File: src/rtl/rd_req_arbiter.sv
// Round-robin arbiter that shares one AXI AR channel among four read managers.
// One grant at a time; the grant is released after the handshake, a withdrawal or a timeout.
module rd_req_arbiter #(
    parameter logic [7:0]  GNT_TIMEOUT = 8'd64,
    parameter int unsigned NUM_M       = 4
) (
    input  logic         clk,
    input  logic         rst_n,
    input  logic [3:0]   req_rq,
    output logic [3:0]   gnt_rq,
    input  logic [3:0]   m_arvalid,
    output logic [3:0]   m_arready,
    input  logic [15:0]  m_arid,
    input  logic [127:0] m_araddr,
    output logic         s_arvalid,
    input  logic         s_arready,
    output logic [3:0]   s_arid,
    output logic [31:0]  s_araddr,
    output logic [1:0]   owner,
    output logic         busy,
    output logic         id_err
);

    typedef enum logic [0:0] {StIdle, StGrant} state_e;

    state_e      state_q, state_d;
    logic [3:0]  gnt_q, gnt_d;
    logic [1:0]  owner_q, owner_d;
    logic [7:0]  cnt_q, cnt_d;
    logic        seen_q, seen_d;
    logic        id_err_q, id_err_d;

    logic        granted;
    logic        own_valid;
    logic [3:0]  own_id;
    logic [31:0] own_addr;
    logic        hs;
    logic        withdraw;
    logic        timeout_hit;
    logic        sel_found;
    logic [1:0]  sel_idx;
    logic [1:0]  cand;

    assign granted   = (state_q == StGrant);
    assign own_valid = m_arvalid[owner_q];
    assign own_id    = m_arid[{owner_q, 2'b00} +: 4];
    assign own_addr  = m_araddr[{owner_q, 5'b00000} +: 32];

    always_comb begin
        s_arvalid = 1'b0;
        s_arid    = '0;
        s_araddr  = '0;
        m_arready = '0;
        if (granted) begin
            s_arvalid          = own_valid;
            s_arid             = own_id;
            s_araddr           = own_addr;
            m_arready[owner_q] = s_arready;
        end
    end

    assign hs       = s_arvalid & s_arready;
    assign withdraw = ~req_rq[owner_q] & ~own_valid;
    // Once the owner has shown arvalid the timeout is frozen so a valid AR is never dropped.
    assign timeout_hit = (GNT_TIMEOUT != 8'd0) && !seen_q && !own_valid &&
                         (cnt_q == GNT_TIMEOUT - 8'd1);

    // Scan owner+1, owner+2, ... so the last owner ends up with lowest priority.
    always_comb begin
        sel_found = 1'b0;
        sel_idx   = owner_q;
        cand      = owner_q;
        for (int unsigned k = 1; k <= NUM_M; k++) begin
            cand = owner_q + 2'(k);
            if (!sel_found && req_rq[cand]) begin
                sel_found = 1'b1;
                sel_idx   = cand;
            end
        end
    end

    always_comb begin
        state_d  = state_q;
        gnt_d    = gnt_q;
        owner_d  = owner_q;
        cnt_d    = cnt_q;
        seen_d   = seen_q;
        id_err_d = id_err_q;
        unique case (state_q)
            StIdle: begin
                if (sel_found) begin
                    state_d = StGrant;
                    gnt_d   = 4'b0001 << sel_idx;
                    owner_d = sel_idx;
                    cnt_d   = '0;
                    seen_d  = 1'b0;
                end
            end
            StGrant: begin
                if (hs) begin
                    if (s_arid[3:2] != owner_q) id_err_d = 1'b1;
                    state_d = StIdle;
                    gnt_d   = '0;
                end else if (withdraw || timeout_hit) begin
                    state_d = StIdle;
                    gnt_d   = '0;
                end else begin
                    seen_d = seen_q | own_valid;
                    if (!own_valid && !seen_q) cnt_d = cnt_q + 8'd1;
                end
            end
            default: begin
                state_d = StIdle;
                gnt_d   = '0;
            end
        endcase
    end

    always_ff @(posedge clk) begin
        if (!rst_n) begin
            state_q  <= StIdle;
            gnt_q    <= '0;
            owner_q  <= 2'd3;
            cnt_q    <= '0;
            seen_q   <= 1'b0;
            id_err_q <= 1'b0;
        end else begin
            state_q  <= state_d;
            gnt_q    <= gnt_d;
            owner_q  <= owner_d;
            cnt_q    <= cnt_d;
            seen_q   <= seen_d;
            id_err_q <= id_err_d;
        end
    end

    assign gnt_rq = gnt_q;
    assign owner  = owner_q;
    assign busy   = granted;
    assign id_err = id_err_q;

endmodule

File: config.mk
export PLATFORM = sky130hd
export DESIGN_NAME = rd_req_arbiter
export DESIGN_NICKNAME = d
export VERILOG_FILES = /design/src/rtl/rd_req_arbiter.sv
export SDC_FILE = /design/constraint.sdc
export NUM_CORES = 1
export LEC_CHECK = 0
export CAP_MARGIN = 20
export CORE_MARGIN = 2
export CORE_UTILIZATION = 28
export CTS_CLUSTER_DIAMETER = 40
export DETAILED_ROUTE_END_ITERATION = 10
export PLACE_DENSITY = 0.84
export SLEW_MARGIN = 20
export SYNTH_ARGS = -nofsm -noshare
export SYNTH_HDL_FRONTEND = slang
export SYNTH_SLANG_ARGS = --single-unit
File: constraint.sdc
create_clock -name clk -period 2.8 [get_ports clk]
set_input_delay 0.84 -clock clk [delete_from_list [all_inputs] [get_ports clk]]
set_output_delay 0.84 -clock clk [all_outputs]
set_load 0.01 [all_outputs]
Run 1, M1 wires:
Scale: 4 px per um. Supply wires on this layer in grey.
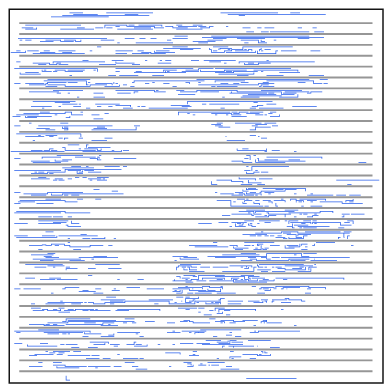
longest straight run = 30.4 um
share of all routed wire = 35%
main direction = horizontal
wire length on this layer = 3450 um

Run 1, M2 wires:
Scale: 3 px per um.
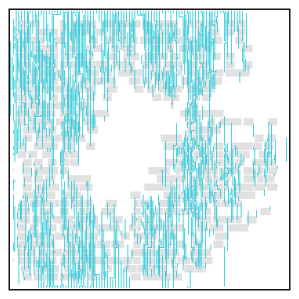
nets with wire on the layer = 535
wire length on this layer = 5560 um

==> results.py, run 1 <==
# Generated from Yosys and OpenROAD reports
metrics = {
    "power_and_ir_drop": {
        "seq_cell_power_mw": 0.321,
        "maxPowerGroup": "combinational logic",
    },
    "cells_and_area": {
        "layout_top_cells": "112 x dlygate4sd2_1, 40 x mux4_2, 32 x dlymetal6s2s_1",
        "nNonClkBuffers": 225,
        "clockNetworkAreaShare": 0.00995,
        "final_util": 0.589,
        "num-nets-final": 583,
        "inverters": 7,
        "largest_reg_flops": 8,
    },
    "synth": {
        "ys_top_cells_by_count": "40 x and2_1, 40 x mux4_2, 17 x dfxtp_1",
        "edf_count": 0,
        "flop_cell": "dfxtp_1",
        "ys_sh_mux": 0.436,
    },
    "worst_setup_path": {
        "r2r_setup_slack_ns": 0.34,
        "crit_path_top_delay_cell": "mux4_2",
        "r2r_cells": 7,
    },
    "floorplan": {
        "nWellTaps": 102,
        "io_pins": 204,
        "num_rows": 32,
    },
    "worst_hold_path": {
        "min_path_type": "flip-flop to flip-flop",
        "whs_path_depth": 1,
    },
    "status": {
        "status": "finished clean",
    },
    "sta": {
        "slew_headroom": 0.714,
        "timing.fmax_ghz": 0.358,
        "hold_viol": 0,
    },
    "routing": {
        "dr.max_layer_used": "met4",
        "avgRoutedWirePerCell_um": 19.0,
        "postRouteAntennaNets": 0,
        "drc_errors": 0,
        "wl_met3_um": 647,
    },
    "placement": {
        "dp_worst_setup_slack_ns": -0.444,
    },
}
Run 1, signal wires on met3:
Scale: 4 px per um.
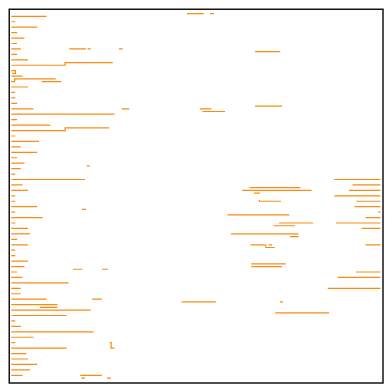
longest straight run = 25.5 um
share of all routed wire = 6.5%
wire length on this layer = 648 um

==> run 2: changes to the inputs <==
--- a/config.mk
+++ b/config.mk
@@ -6,10 +6,13 @@
 export NUM_CORES = 1
 export LEC_CHECK = 0
 export CAP_MARGIN = 20
+export CORE_ASPECT_RATIO = 0.8
 export CORE_MARGIN = 2
 export CORE_UTILIZATION = 28
 export CTS_CLUSTER_DIAMETER = 40
 export DETAILED_ROUTE_END_ITERATION = 10
+export GPL_TIMING_DRIVEN = 0
+export MAX_ROUTING_LAYER = met4
 export PLACE_DENSITY = 0.84
 export SLEW_MARGIN = 20
 export SYNTH_ARGS = -nofsm -noshare
==> results.py, run 2 <==
# Generated from Yosys and OpenROAD reports
metrics = {
    "worst_setup_path": {
        "crit_path_top_delay_cell": "mux4_2",
        "critical_path_class": "flip-flop to primary output",
        "critical_path.endpoint_type": "primary output",
        "r2r_cells": 10,
        "r2r_setup_slack_ns": 0.20,
    },
    "cells_and_area": {
        "layout_top_cells": "147 x dlygate4sd2_1, 40 x mux4_2, 21 x buf_6, 21 x and2_1",
        "inverters": 7,
        "largest_reg_flops": 8,
        "clockNetworkAreaShare": 0.0101,
        "num-nets-final": 586,
        "final_util": 0.570,
    },
    "sta": {
        "slew_headroom": 0.690,
        "timing.fmax_ghz": 0.364,
        "hold_viol": 0,
    },
    "worst_hold_path": {
        "whs_path_depth": 2,
    },
    "synth": {
        "ys_sh_mux": 0.436,
        "ys_top_cells_by_count": "40 x and2_1, 40 x mux4_2, 17 x dfxtp_1",
        "flop_cell": "dfxtp_1",
    },
    "power_and_ir_drop": {
        "combPwrFrac": 0.784,
        "pwr.group.combinational_mw": 1.87,
        "maxPowerGroup": "combinational logic",
        "seq_cell_power_mw": 0.328,
    },
    "status": {
        "status": "finished clean",
    },
    "routing": {
        "wl_met3_um": 606,
        "dr.max_layer_used": "met4",
        "drc_errors": 0,
    },
    "grt": {
        "grt-ovfl-total": 0,
    },
    "floorplan": {
        "nWellTaps": 108,
        "num_rows": 29,
        "io_pins": 204,
        "fp.coreArea_sq_mm": 0.00780,
    },
    "placement": {
        "dp_worst_setup_slack_ns": -0.787,
    },
}
Run 2, M1 wires:
Scale: 4 px per um. Supply wires on this layer in grey.
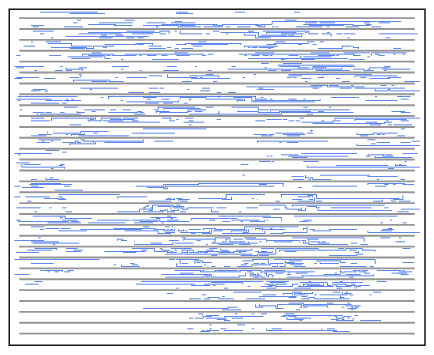
longest straight run = 36.8 um
nets with wire on the layer = 524
wire length on this layer = 3950 um

